==> src/rtl/rsa_stage_seq.sv <==
// Stage sequencer for the reconfigurable systolic array: one-hot stage accept, row-block sweep, nonlinear send/receive handshake.
// Optional watchdog on the nonlinear handshakes is enabled by defining RSA_STAGE_TIMEOUT_EN.
module rsa_stage_seq #(
    parameter int STAGE_NUM    = 3,
    parameter int BLK          = 4,
    parameter int ROW_LEN      = 10,
    parameter int MAX_LANDMARK = 500,
    parameter int TIMEOUT_W    = 8
) (
    input  logic                 clk,
    input  logic                 sys_rst,
    input  logic [ROW_LEN-1:0]   landmark_num,
    input  logic [STAGE_NUM-1:0] stage_val,
    output logic [STAGE_NUM-1:0] stage_rdy,
    output logic                 tile_val,
    input  logic                 tile_rdy,
    output logic [ROW_LEN-1:0]   blk_idx,
    output logic [STAGE_NUM-1:0] nonlinear_m_val,
    input  logic [STAGE_NUM-1:0] nonlinear_m_rdy,
    input  logic [STAGE_NUM-1:0] nonlinear_s_val,
    output logic [STAGE_NUM-1:0] nonlinear_s_rdy,
    output logic [STAGE_NUM-1:0] stage_done,
    output logic                 busy,
    output logic                 err
);

    localparam int SHIFT = $clog2(BLK);
    localparam int NW    = ROW_LEN + 2;

    typedef enum logic [2:0] {
        IDLE,
        ISSUE,
        NL_SEND,
        NL_RECV,
        DONE
    } state_e;

    state_e               state_q, state_d;
    logic [STAGE_NUM-1:0] sel_q, sel_d;
    logic [NW-1:0]        nblk_q, nblk_d;
    logic [ROW_LEN-1:0]   blk_idx_q, blk_idx_d;
    logic                 tile_val_q, tile_val_d;
    logic [STAGE_NUM-1:0] m_val_q, m_val_d;
    logic [STAGE_NUM-1:0] s_rdy_q, s_rdy_d;
    logic [STAGE_NUM-1:0] done_q, done_d;
    logic [STAGE_NUM-1:0] stage_rdy_q, stage_rdy_d;
    logic                 busy_q, busy_d;

    logic [STAGE_NUM-1:0] pick;
    logic [ROW_LEN-1:0]   nlm;
    logic [NW-1:0]        blk_sum;
    logic [NW-1:0]        nblk_calc;
    logic                 last_blk;
    logic                 m_hit;
    logic                 s_hit;

    // Lowest set request bit wins: x & -x isolates it.
    assign pick      = stage_val & (~stage_val + STAGE_NUM'(1));
    assign nlm       = (landmark_num > ROW_LEN'(MAX_LANDMARK)) ? ROW_LEN'(MAX_LANDMARK) : landmark_num;
    assign blk_sum   = NW'(3) + {1'b0, nlm, 1'b0} + NW'(BLK - 1);
    assign nblk_calc = blk_sum >> SHIFT;
    assign last_blk  = ({2'b00, blk_idx_q} == (nblk_q - NW'(1)));
    assign m_hit     = |(nonlinear_m_rdy & sel_q);
    assign s_hit     = |(nonlinear_s_val & sel_q);

`ifdef RSA_STAGE_TIMEOUT_EN
    logic [TIMEOUT_W-1:0] tmo_q, tmo_d;
    logic                 err_q, err_d;
    logic                 waiting;

    assign waiting = ((state_q == NL_SEND) && !m_hit) || ((state_q == NL_RECV) && !s_hit);
`else
    logic unused_tmo_w;

    assign unused_tmo_w = |TIMEOUT_W;
`endif

    always_comb begin
        state_d   = state_q;
        sel_d     = sel_q;
        nblk_d    = nblk_q;
        blk_idx_d = blk_idx_q;

        case (state_q)
            IDLE: begin
                if (|stage_val) begin
                    state_d   = ISSUE;
                    sel_d     = pick;
                    nblk_d    = nblk_calc;
                    blk_idx_d = '0;
                end
            end
            ISSUE: begin
                if (tile_rdy) begin
                    blk_idx_d = blk_idx_q + ROW_LEN'(1);
                    if (last_blk) begin
                        state_d = NL_SEND;
                    end
                end
            end
            NL_SEND: begin
                if (m_hit) begin
                    state_d = NL_RECV;
                end
            end
            NL_RECV: begin
                if (s_hit) begin
                    state_d = DONE;
                end
            end
            DONE: begin
                state_d = IDLE;
            end
            default: begin
                state_d = IDLE;
            end
        endcase

`ifdef RSA_STAGE_TIMEOUT_EN
        tmo_d = tmo_q;
        err_d = err_q;
        // The watchdog restarts on every state change, so each handshake gets its own budget.
        if (state_d != state_q) begin
            tmo_d = '0;
        end else if (waiting) begin
            tmo_d = tmo_q + TIMEOUT_W'(1);
            if (tmo_d == '1) begin
                err_d   = 1'b1;
                state_d = IDLE;
            end
        end
`endif

        tile_val_d  = (state_d == ISSUE);
        m_val_d     = (state_d == NL_SEND) ? sel_d : '0;
        s_rdy_d     = (state_d == NL_RECV) ? sel_d : '0;
        done_d      = (state_d == DONE) ? sel_d : '0;
        stage_rdy_d = {STAGE_NUM{state_d == IDLE}};
        busy_d      = (state_d != IDLE);
    end

    // Outputs are registered alongside the state so they always match state_q.
    always_ff @(posedge clk or negedge sys_rst) begin
        if (!sys_rst) begin
            state_q     <= IDLE;
            sel_q       <= '0;
            nblk_q      <= '0;
            blk_idx_q   <= '0;
            tile_val_q  <= 1'b0;
            m_val_q     <= '0;
            s_rdy_q     <= '0;
            done_q      <= '0;
            stage_rdy_q <= '1;
            busy_q      <= 1'b0;
`ifdef RSA_STAGE_TIMEOUT_EN
            tmo_q       <= '0;
            err_q       <= 1'b0;
`endif
        end else begin
            state_q     <= state_d;
            sel_q       <= sel_d;
            nblk_q      <= nblk_d;
            blk_idx_q   <= blk_idx_d;
            tile_val_q  <= tile_val_d;
            m_val_q     <= m_val_d;
            s_rdy_q     <= s_rdy_d;
            done_q      <= done_d;
            stage_rdy_q <= stage_rdy_d;
            busy_q      <= busy_d;
`ifdef RSA_STAGE_TIMEOUT_EN
            tmo_q       <= tmo_d;
            err_q       <= err_d;
`endif
        end
    end

    assign stage_rdy       = stage_rdy_q;
    assign tile_val        = tile_val_q;
    assign blk_idx         = blk_idx_q;
    assign nonlinear_m_val = m_val_q;
    assign nonlinear_s_rdy = s_rdy_q;
    assign stage_done      = done_q;
    assign busy            = busy_q;

`ifdef RSA_STAGE_TIMEOUT_EN
    assign err = err_q;
`else
    assign err = 1'b0;
`endif

endmodule

==> config.mk <==
export PLATFORM = sky130hd
export DESIGN_NAME = rsa_stage_seq
export DESIGN_NICKNAME = d
export VERILOG_FILES = /design/src/rtl/rsa_stage_seq.sv
export SDC_FILE = /design/constraint.sdc
export NUM_CORES = 1
export LEC_CHECK = 0
export ABC_AREA = 1
export CORE_ASPECT_RATIO = 1.4
export CORE_MARGIN = 3
export CORE_UTILIZATION = 47
export DETAILED_ROUTE_END_ITERATION = 16
export PLACE_DENSITY = 0.84
export SYNTH_ARGS = -nofsm -noshare
export SYNTH_HDL_FRONTEND = slang
export SYNTH_SLANG_ARGS = --single-unit
==> constraint.sdc <==
create_clock -name clk -period 4.55 [get_ports clk]
set_clock_uncertainty 0.2 [all_clocks]
set_input_delay 0.91 -clock clk [delete_from_list [all_inputs] [get_ports clk]]
set_output_delay 0.91 -clock clk [all_outputs]
set_load 0.03 [all_outputs]
Fig. 1: gate families picked out
Scale bar: 20 um.
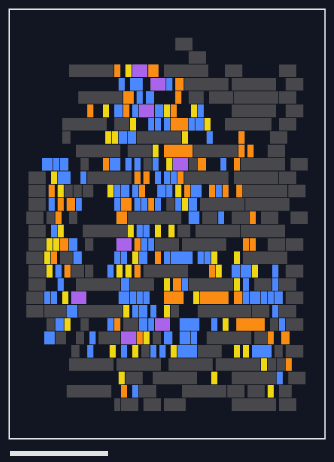
colour	family	cells	most used
orange	NOR gates	52	nor2_1
purple	XOR/XNOR gates	8	xor2_1
blue	NAND gates	107	nand2_1
yellow	inverters	49	inv_1
most frequent logic cell in the layout: nand2_1
multi-input combinational area share: 0.3667
Final Non-Filler Cells: 403

Fig. 2: clock network drawn from the DEF
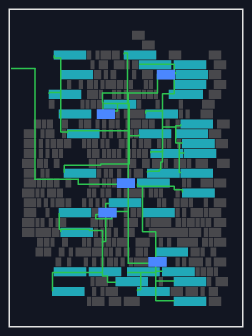
[green] clock wires | length: 498 um
[blue] cells driving clock nets | count: 5
[cyan] flip-flops | count: 38
routed clock nets	6
later-pin clock latency in the skew report: 0.30 ns
clock share of power: 0.239
clock network power: 0.000348 W

==> run summary <==
OpenROAD warning count -> 26
H-tree depth -> 2
Critical path depth in cells -> 12
Slew Viols, Final -> 0
CTS tree -> yes
First-pass GRT wire length -> 8.383 mm
Switching power -> 0.0005953 W
Met2 WL post-DR -> 2.796 mm
Worst setup SP type -> input pin
Most frequent cells after synthesis -> nand2_1 (71), inv_1 (42), dfrtp_1 (37)
Area after DPL -> 2715 um2
GRT busiest layer -> met2
Outcome -> finished, final reports clean
Synth async-reset ratio -> 1.000
Worst slack, placed -> 1.333 ns
Drt total wl -> 4.878 mm
Clock Tree Buf Depth -> 2
Post_cts resized -> 0
CP endpoint kind -> flip-flop
Area leader, netlist -> dfrtp_1
Inverter count -> 49
Drt wl/cell -> 12.10 um
No activity file was given, so power comes from the tool's default toggle rates.
